**Placed cells, one colour a class**

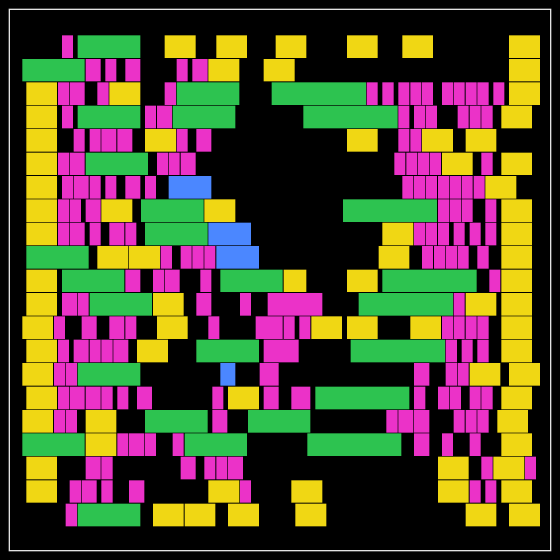
**Signal wires by layer**

Scale bar: 20 um.
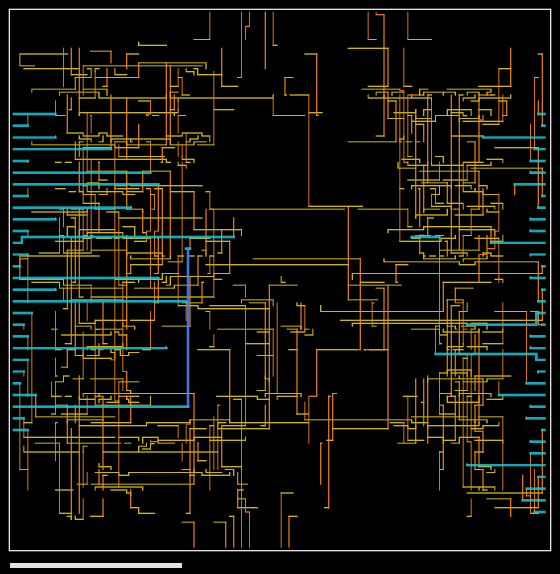
[config.mk]
export PLATFORM = sky130hd
export DESIGN_NAME = bus_xfer_ctrl
export DESIGN_NICKNAME = d
export VERILOG_FILES = /design/src/rtl/bus_xfer_pkg.sv /design/src/rtl/reg_sel_dec.sv /design/src/rtl/bus_xfer_ctrl.sv
export SDC_FILE = /design/constraint.sdc
export NUM_CORES = 1
export LEC_CHECK = 0
export ABC_AREA = 1
export CAP_MARGIN = 20
export CORE_UTILIZATION = 38
export CTS_CLUSTER_SIZE = 30
export DETAILED_ROUTE_END_ITERATION = 10
export PLACE_DENSITY = 0.92
export RECOVER_POWER = 50
export SYNTH_ARGS = -nofsm -noshare
export SYNTH_HDL_FRONTEND = slang
export SYNTH_SLANG_ARGS = --single-unit
[constraint.sdc]
create_clock -name clk -period 4.2 [get_ports clk]
set_input_delay 0.84 -clock clk [delete_from_list [all_inputs] [get_ports clk]]
set_output_delay 0.84 -clock clk [all_outputs]
set_load 0.02 [all_outputs]
[src/rtl/bus_xfer_pkg.sv]
// Shared state type and default sizing for the register-to-register bus transfer sequencer.
package bus_xfer_pkg;

    localparam int DEF_NREG = 16;
    localparam int DEF_DW   = 16;
    localparam int IDX_W    = 4;

    typedef enum logic [2:0] {
        ST_IDLE,
        ST_READ,
        ST_SETTLE,
        ST_WRITE,
        ST_DONE
    } xfer_state_t;

endpackage

[src/rtl/reg_sel_dec.sv]
// Register index to one-hot strobe decoder; output is all-zero when en is low
// or when idx addresses no implemented register.
module reg_sel_dec
    import bus_xfer_pkg::*;
#(
    parameter int NREG = DEF_NREG
) (
    input  logic [IDX_W-1:0] idx,
    input  logic             en,
    output logic [NREG-1:0]  sel
);

    always_comb begin
        sel = '0;
        for (int i = 0; i < NREG; i++) begin
            if (en && (idx == IDX_W'(i))) begin
                sel[i] = 1'b1;
            end
        end
    end

endmodule

[src/rtl/bus_xfer_ctrl.sv]
// Initiator for single register-to-register moves over the shared data bus.
// Optional immediate-load path (IDLE->WRITE->DONE) is built when XFER_IMM_EN is defined.
module bus_xfer_ctrl
    import bus_xfer_pkg::*;
#(
    parameter int NREG = DEF_NREG,
    parameter int DW   = DEF_DW
) (
    input  logic             clk,
    input  logic             RST,
    input  logic             req,
    input  logic [IDX_W-1:0] src,
    input  logic [IDX_W-1:0] dst,
    input  logic             imm_sel,
    input  logic [DW-1:0]    imm,
    input  logic [DW-1:0]    bus_in,
    output logic [NREG-1:0]  ldbus,
    output logic [NREG-1:0]  wr,
    output logic [DW-1:0]    bus_out,
    output logic             busy,
    output logic             done,
    output logic             err
);

    xfer_state_t      state;
    xfer_state_t      state_nxt;
    logic [IDX_W-1:0] src_q;
    logic [IDX_W-1:0] dst_q;
    logic [DW-1:0]    hold;
    logic             err_q;
    logic             accept;
    logic             src_bad;
    logic             dst_bad;
    logic             imm_req;
    logic             reject;
    logic             ld_en;
    logic             wr_en;

    assign accept  = (state == ST_IDLE) && req;
    assign src_bad = int'(src) >= NREG;
    assign dst_bad = int'(dst) >= NREG;

`ifdef XFER_IMM_EN
    assign imm_req = imm_sel;
`else
    logic unused_imm;
    assign imm_req    = 1'b0;
    assign unused_imm = ^{imm_sel, imm};
`endif

    // An immediate load never touches the source register, so its index is not checked.
    assign reject = dst_bad || (src_bad && !imm_req);

    always_ff @(posedge clk) begin
        if (RST) begin
            state <= ST_IDLE;
            err_q <= 1'b0;
            hold  <= '0;
        end else begin
            state <= state_nxt;
            err_q <= accept && reject;
            if (state == ST_SETTLE) begin
                hold <= bus_in;
            end
`ifdef XFER_IMM_EN
            else if (accept && imm_req && !reject) begin
                hold <= imm;
            end
`endif
        end
    end

    always_ff @(posedge clk) begin
        if (accept) begin
            src_q <= src;
            dst_q <= dst;
        end
    end

    always_comb begin
        state_nxt = state;
        busy      = 1'b1;
        done      = 1'b0;
        ld_en     = 1'b0;
        wr_en     = 1'b0;
        unique case (state)
            ST_IDLE: begin
                busy = 1'b0;
                if (accept && !reject) begin
                    state_nxt = imm_req ? ST_WRITE : ST_READ;
                end
            end
            ST_READ: begin
                ld_en     = 1'b1;
                state_nxt = ST_SETTLE;
            end
            // Source keeps driving so bus_in is stable when hold captures it.
            ST_SETTLE: begin
                ld_en     = 1'b1;
                state_nxt = ST_WRITE;
            end
            ST_WRITE: begin
                wr_en     = 1'b1;
                state_nxt = ST_DONE;
            end
            ST_DONE: begin
                done      = 1'b1;
                state_nxt = ST_IDLE;
            end
            default: begin
                state_nxt = ST_IDLE;
            end
        endcase
    end

    reg_sel_dec #(.NREG(NREG)) u_ld_dec (
        .idx (src_q),
        .en  (ld_en),
        .sel (ldbus)
    );

    reg_sel_dec #(.NREG(NREG)) u_wr_dec (
        .idx (dst_q),
        .en  (wr_en),
        .sel (wr)
    );

    assign bus_out = hold;
    assign err     = err_q;

endmodule

==> run_results.csv <==
group,metric,value,unit
outcome,status,"completed",
yosys,logic_family,"simple AND/OR/NAND/NOR gates",
clock_tree,cts_tree,"built",
global_routing,first_global_vias,1343,
hold_path,hold_path_end,"bus_out[0]$_SDFFE_PP0N_",
critical_path,worstPathCellList,"buf_4, nand2_2, nor2_2, nand3_1, nor2_1, clkdlybuf4s50_1",
layout,clk_share,2.09,%
yosys,ys_ff,27,
routing,drtIter0Drc,54,
yosys,yosysWarnings,0,
place,dpl.cell_count,321,
layout,n_all_inverters,30,
critical_path,crit_buf_inv,2,
yosys,edf_count,8,
global_routing,met3_usage,5.66,%
power_and_ir_drop,vdd_drop_max,0.221,mV
yosys,ys_chip_area,0.00140,sq mm
sta,slew_headroom,52.9,%
layout,layout_top_cells,"58 x nor2_1, 52 x clkdlybuf4s50_1, 39 x nand2_1",
clock_tree,post-cts-setup-buffer-count,0,
clock_tree,cts_buffer_depth,2,
layout,largest_cell_class,"buffers",
power_and_ir_drop,combPwrFrac,27.6,%
clock_tree,clk_latency,0.27,ns
layout,largest_reg_flops,16,
layout,syn2layout_area_growth,57.8,%
layout,antenna_cells,0,
yosys,synth_top_flop_cell,"dfxtp_1",
clock_tree,cts_hold_buf,0,
floorplan,core_region_area,0.00344,sq mm
sta,fmax,337,MHz
layout,nClkBuffers,3,
power_and_ir_drop,pg_clk,0.144,mW
layout,final.fill_count,304,
sta,fin_worst_skew,0.00652,ns
yosys,top_cell_area_share,27.1,%
critical_path,arrival,2.13,ns
clock_tree,clock_sinks,27,
yosys,ys_sh_aoi,6.07,%
Back to the opening pictures, 'placed cells, one colour a class':
Key: remaining buffers and delay cells = yellow [cells 77, share of their area 36%]; clock drivers and dummy loads = blue [cells 4, share of their area 2.1%]; remaining logic cells = magenta [cells 171, share of their area 33%]; sequential cells = green [cells 27, share of their area 29%]

Back to the opening pictures, 'signal wires by layer':
Key: M1 = yellow [wire length 1440 um]; M3 = cyan [wire length 292 um]; M2 = orange [wire length 1450 um]; M4 = blue [wire length 18.4 um]
Total GRT Usage: 17.7%
drt wl/cell: 9.85 um
via count: 1472
final wirelength: 3200 um

